Figure 1. Sequential cells grouped by signal name.
Bar = 20 um.
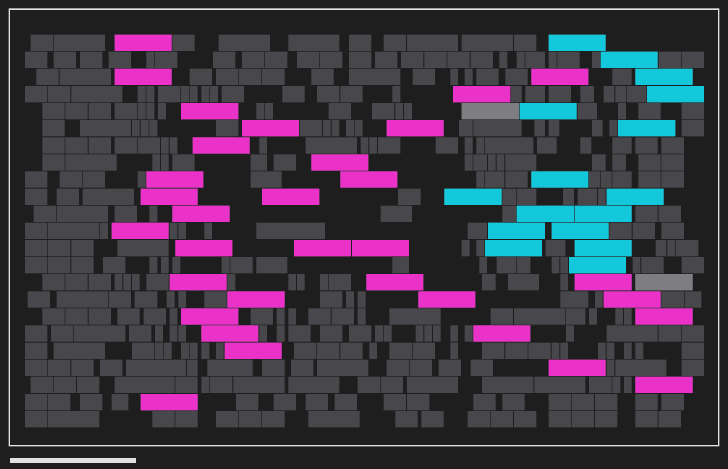
Figure 2. Cell placement.
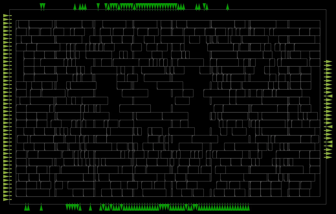
Figure 3. Wire density map.
23 x 14 tiles, from dark blue (low) to red (high), scaled to the fullest tile. Values are wire area over tile area, all layers added.
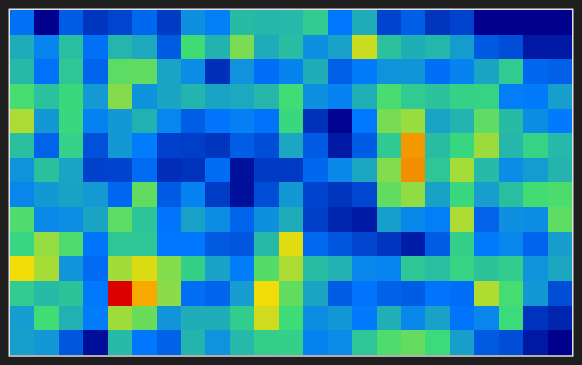
Figure 4. Clock network drawn from the DEF.
Bar = 20 um.
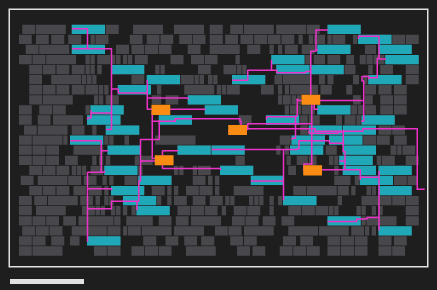
**config.mk**
```make
export PLATFORM = sky130hd
export DESIGN_NAME = mux_n_reg
export DESIGN_NICKNAME = d
export VERILOG_FILES = /design/src/rtl/mux_pkg.sv /design/src/rtl/mux_n_comb.sv /design/src/rtl/mux_n_reg.sv
export SDC_FILE = /design/constraint.sdc
export NUM_CORES = 1
export LEC_CHECK = 0
export CAP_MARGIN = 20
export CORE_ASPECT_RATIO = 0.6
export CORE_MARGIN = 2
export CORE_UTILIZATION = 40
export CTS_BUF_LIST = sky130_fd_sc_hd__clkbuf_8
export DETAILED_ROUTE_END_ITERATION = 8
export HOLD_SLACK_MARGIN = 0.15
export PLACE_DENSITY = 0.88
export SLEW_MARGIN = 15
export SYNTH_ARGS = -nofsm -noshare
export SYNTH_HDL_FRONTEND = slang
export SYNTH_HIERARCHICAL = 1
export SYNTH_SLANG_ARGS = --single-unit
export TNS_END_PERCENT = 5
```
**constraint.sdc**
```tcl
create_clock -name clk -period 3.7 [get_ports clk]
set_clock_uncertainty 0.15 [all_clocks]
set_input_delay 0.37 -clock clk [delete_from_list [all_inputs] [get_ports clk]]
set_output_delay 0.37 -clock clk [all_outputs]
set_load 0.02 [all_outputs]
```
**src/rtl/mux_pkg.sv**
```systemverilog
// Shared definitions for the multi-cycle CPU datapath selectors.
// Defaults and the select encodings used by the PC and ALU source muxes.
package mux_pkg;

  localparam int WIDTH_DEF     = 32;
  localparam int CONST_VAL_DEF = 4;

  typedef enum logic [1:0] {
    PCSRC_ALU    = 2'd0,
    PCSRC_ALUOUT = 2'd1,
    PCSRC_JUMP   = 2'd2
  } pcsrc_e;

  typedef enum logic [1:0] {
    ALUSRCB_REG   = 2'd0,
    ALUSRCB_FOUR  = 2'd1,
    ALUSRCB_IMM   = 2'd2,
    ALUSRCB_SHIMM = 2'd3
  } alusrcb_e;

endpackage

```
**src/rtl/mux_n_comb.sv**
```systemverilog
// Pure combinational N-way selector; out-of-range selects fall back to channel 0.
// With MUX_N_REG_CONST_EN defined, channel 1 is the constant CONST_VAL.
module mux_n_comb
  import mux_pkg::*;
#(
  parameter int WIDTH     = WIDTH_DEF,
  parameter int NUM_IN    = 4,
  parameter int SEL_W     = 2,
  parameter int CONST_VAL = CONST_VAL_DEF
) (
  input  logic [NUM_IN*WIDTH-1:0] in_data,
  input  logic [SEL_W-1:0]        sel,
  output logic [WIDTH-1:0]        out_data,
  output logic                    illegal
);

  logic [WIDTH-1:0] chan [NUM_IN];

  for (genvar k = 0; k < NUM_IN; k++) begin : g_chan
`ifdef MUX_N_REG_CONST_EN
    if (k == 1) begin : g_const
      assign chan[k] = WIDTH'(CONST_VAL);
    end else begin : g_data
      assign chan[k] = in_data[k*WIDTH +: WIDTH];
    end
`else
    assign chan[k] = in_data[k*WIDTH +: WIDTH];
`endif
  end

  // NOTE: defaults come first so every path assigns both outputs and no latch is inferred.
  always_comb begin
    out_data = chan[0];
    illegal  = 1'b1;
    for (int k = 0; k < NUM_IN; k++) begin
      if (sel == SEL_W'(k)) begin
        out_data = chan[k];
        illegal  = 1'b0;
      end
    end
  end

endmodule

```
**src/rtl/mux_n_reg.sv**
```systemverilog
// N-input selector with one registered output slot, valid/ready handshake,
// sticky illegal-select flag and transfer counter. Option: MUX_N_REG_CONST_EN.
module mux_n_reg
  import mux_pkg::*;
#(
  parameter int WIDTH     = WIDTH_DEF,
  parameter int NUM_IN    = 4,
  parameter int SEL_W     = 2,
  parameter int CONST_VAL = CONST_VAL_DEF,
  parameter int CNT_W     = 16
) (
  input  logic                    clk,
  input  logic                    rst_n,
  input  logic [NUM_IN*WIDTH-1:0] in_data,
  input  logic [SEL_W-1:0]        sel,
  input  logic                    in_valid,
  output logic                    in_ready,
  output logic [WIDTH-1:0]        out_data,
  output logic                    out_valid,
  input  logic                    out_ready,
  output logic                    sel_err,
  input  logic                    clr_err,
  output logic [CNT_W-1:0]        xfer_cnt
);

  if (NUM_IN < 2 || NUM_IN > 16 || (2**SEL_W) < NUM_IN) begin : g_param_check
    $error("mux_n_reg: NUM_IN must be 2..16 and fit in SEL_W bits");
  end

  logic [WIDTH-1:0] sel_data;
  logic             sel_illegal;
  logic             accept;

  mux_n_comb #(
    .WIDTH    (WIDTH),
    .NUM_IN   (NUM_IN),
    .SEL_W    (SEL_W),
    .CONST_VAL(CONST_VAL)
  ) u_sel (
    .in_data (in_data),
    .sel     (sel),
    .out_data(sel_data),
    .illegal (sel_illegal)
  );

  // The slot can take a new value when empty or when it is drained this cycle.
  assign in_ready = !out_valid || out_ready;
  assign accept   = in_valid && in_ready;

  // NOTE: sequential state uses non-blocking assignments so all registers update from pre-edge values.
  always_ff @(posedge clk or negedge rst_n) begin
    if (!rst_n) begin
      out_data  <= '0;
      out_valid <= 1'b0;
      xfer_cnt  <= '0;
    end else if (accept) begin
      out_data  <= sel_data;
      out_valid <= 1'b1;
      xfer_cnt  <= xfer_cnt + 1'b1;
    end else if (out_ready) begin
      out_valid <= 1'b0;
    end
  end

  // An erroring accept wins over a coincident clear.
  always_ff @(posedge clk or negedge rst_n) begin
    if (!rst_n) begin
      sel_err <= 1'b0;
    end else if (accept && sel_illegal) begin
      sel_err <= 1'b1;
    end else if (clr_err) begin
      sel_err <= 1'b0;
    end
  end

endmodule

```
==> Slide: Implementation Results <==
Synthesis and Place & Route Summary

Critical path
  • CP arrival: 1.81 ns
  • FF-to-FF path depth: 5
  • CP Launch Type: input port
  • Critical path endpoint: in_ready
  • Crit Path Max Fanout: 5
  • RR Endpoint: out_data[29]
  • Reg2Reg Setup Slack: 1.79 ns
  • Most used cell, CP: clkdlybuf4s50_1

Yosys
  • Adder share: 0.442%
  • Synth mux share: 25.8%
  • Post-Syn Area: 2830 um^2
  • Netlist cell types: 24
  • Main logic family: multiplexers
  • Chip area in the Yosys report: 2830 um^2
  • Post-Syn Nets: 382
  • Seq/Total Area, Yosys: 44.2%
  • Synth flops: 50
  • Mapped Avg Cell Area: 11.5 um^2
  • Mapped Cells: 246

Final layout
  • Share of post-route cells with drive strength above 1: between 10% and 20%
  • Most frequent logic cell in the layout: clkdlybuf4s50_1
  • Nets: between 500 and 600
  • Diodes inserted: 0
  • Finished Cell Area: 4810 um^2
  • Area Growth Syn to Fin: 70.2%
  • Most frequent logic cells in the routed design: 183 x clkdlybuf4s50_1, 104 x nand2_1, 50 x dfrtp_1

Drt
  • Top layer in use: met4
  • WL met3: 488 um
  • DR vias: 2,607
  • 1st-iter DRT viols: between 100 and 150
  • M1 WL: about 3.6 mm
  • Routed Antenna Nets: 0
  • Routed length per instance: 16.6 um
  • Residual DRC: 0
  • WL final: 8.57 mm
  • Drt first pass iters: 4
  • Drt via density: 5.05
  • Met2 wire length: 4.35 mm

Timing
  • Setup Viol. Count Final: 0
  • Slew headroom: 50.7%
  • Max Freq: 429 MHz
  • Unrepaired setup endpoints after global routing: false
  • Cycle use final: between 60% and 70%
  • Max Slew Vio Count: 0

Die
  • FP Util: 41.8%
  • Die H: 69.1 um
  • Row count: 23
  • Total core area: around 6800 um^2
  • Chip area: 7780 um^2

GRT
  • Met1 usage: 28.5%
  • Met3 Use GR: 4.57%
  • Largest net degree at the start of global routing: 51
  • Initial antenna violation count: 0
  • GRT Max-Usage Layer: met2
  • Overall Global Routing Usage: 22.8%

Worst hold path
  • Hold EP: out_data[8]
  • Worst hold start: out_data[8]

Placement
  • GP Congestion: between 0.7 and 0.8
  • PortBufs: 185
  • Pre-CTS WS: 1.30 ns

Status
  • Status: finished, final reports clean

Clock tree
  • CTS H-tree depth: 2
  • CTS Hold Bufs: 0
  • CTS tree: yes
  • Clk buf depth: 2

Run
  • Count of tool warnings: 26
-- Figure 1 (at the start) --
| color | netlist name | sequential cells |
|---|---|---|
| magenta | `out_data` | 32 |
| cyan | `xfer_cnt` | 16 |
not colored: 2
FF/Latch Area: 1250 um^2
Seq/total area: 26.0%
seq pwr: 722 uW
Final Util: 71.2%

-- Figure 2 (at the start) --
Non-Filler Instances: 516
fillcell total: 489

-- Figure 3 (at the start) --
mean over tiles: 0.18
fullest tile: 0.52
nearly empty tiles: 2.2%

-- Figure 4 (at the start) --
[magenta] clock wires | length: 652 um
[cyan] flip-flops | count: 50
[orange] clock-net drivers | count: 5
routed clock nets: 6

registers in the layout (all words and copies together) (netlist names):
register and cells:
sel_err 1, out_data 32, xfer_cnt 16, out_valid 1
synthesized netlist by cell type:
| library cell | count | share of area [%] |
|---|---|---|
| and2b_4 | 1 | 0.35 |
| and3_1 | 3 | 0.66 |
| buf_12 | 3 | 2.1 |
| buf_2 | 9 | 1.6 |
| buf_4 | 1 | 0.27 |
| buf_6 | 1 | 0.40 |
| conb_1 | 1 | 0.13 |
| dfrtp_1 | 50 | 44 |
| ha_1 | 1 | 0.44 |
| inv_1 | 3 | 0.40 |
| inv_2 | 1 | 0.13 |
| mux4_1 | 2 | 1.9 |
| mux4_2 | 30 | 24 |
| nand2_1 | 104 | 14 |
| nand2_2 | 1 | 0.22 |
| nand3_1 | 9 | 1.6 |
| nand4_1 | 4 | 0.88 |
| nor2_1 | 2 | 0.27 |
| nor2_2 | 1 | 0.22 |
| nor3_1 | 1 | 0.18 |
| nor4_4 | 2 | 1.5 |
| o21ai_0 | 1 | 0.18 |
| xnor2_1 | 11 | 3.4 |
| xor2_1 | 4 | 1.2 |
where the power goes:
| part | switching [uW] | internal [uW] | total (uW) | leakage [uW] |
|---|---|---|---|---|
| Sequential | 85.3 | 637 | 722 | 0.000625 |
| Clock | 189 | 199 | 388 | 0.0000556 |
| Combinational | 297 | 384 | 681 | 0.00136 |
| Total | 571 | 1220 | 1790 | 0.00204 |
final cells by class:
type	instances	area [um^2]	area share, %
clock buffer	5	68.8	1.43
clock inverter	3	41.3	0.858
tap	87	109	2.26
inverter	4	15.0	0.312
timing repair buffer	189	1890	39.3
sequential	50	1250	26.0
multi-input combinational	178	1440	29.9
worst min-delay path, stage by stage, from the launching register on:
cell	delay [ns]
dfrtp_1	0.35
nand2_1	0.05
nand2_1	0.05
Power and IR drop assume default switching activity.
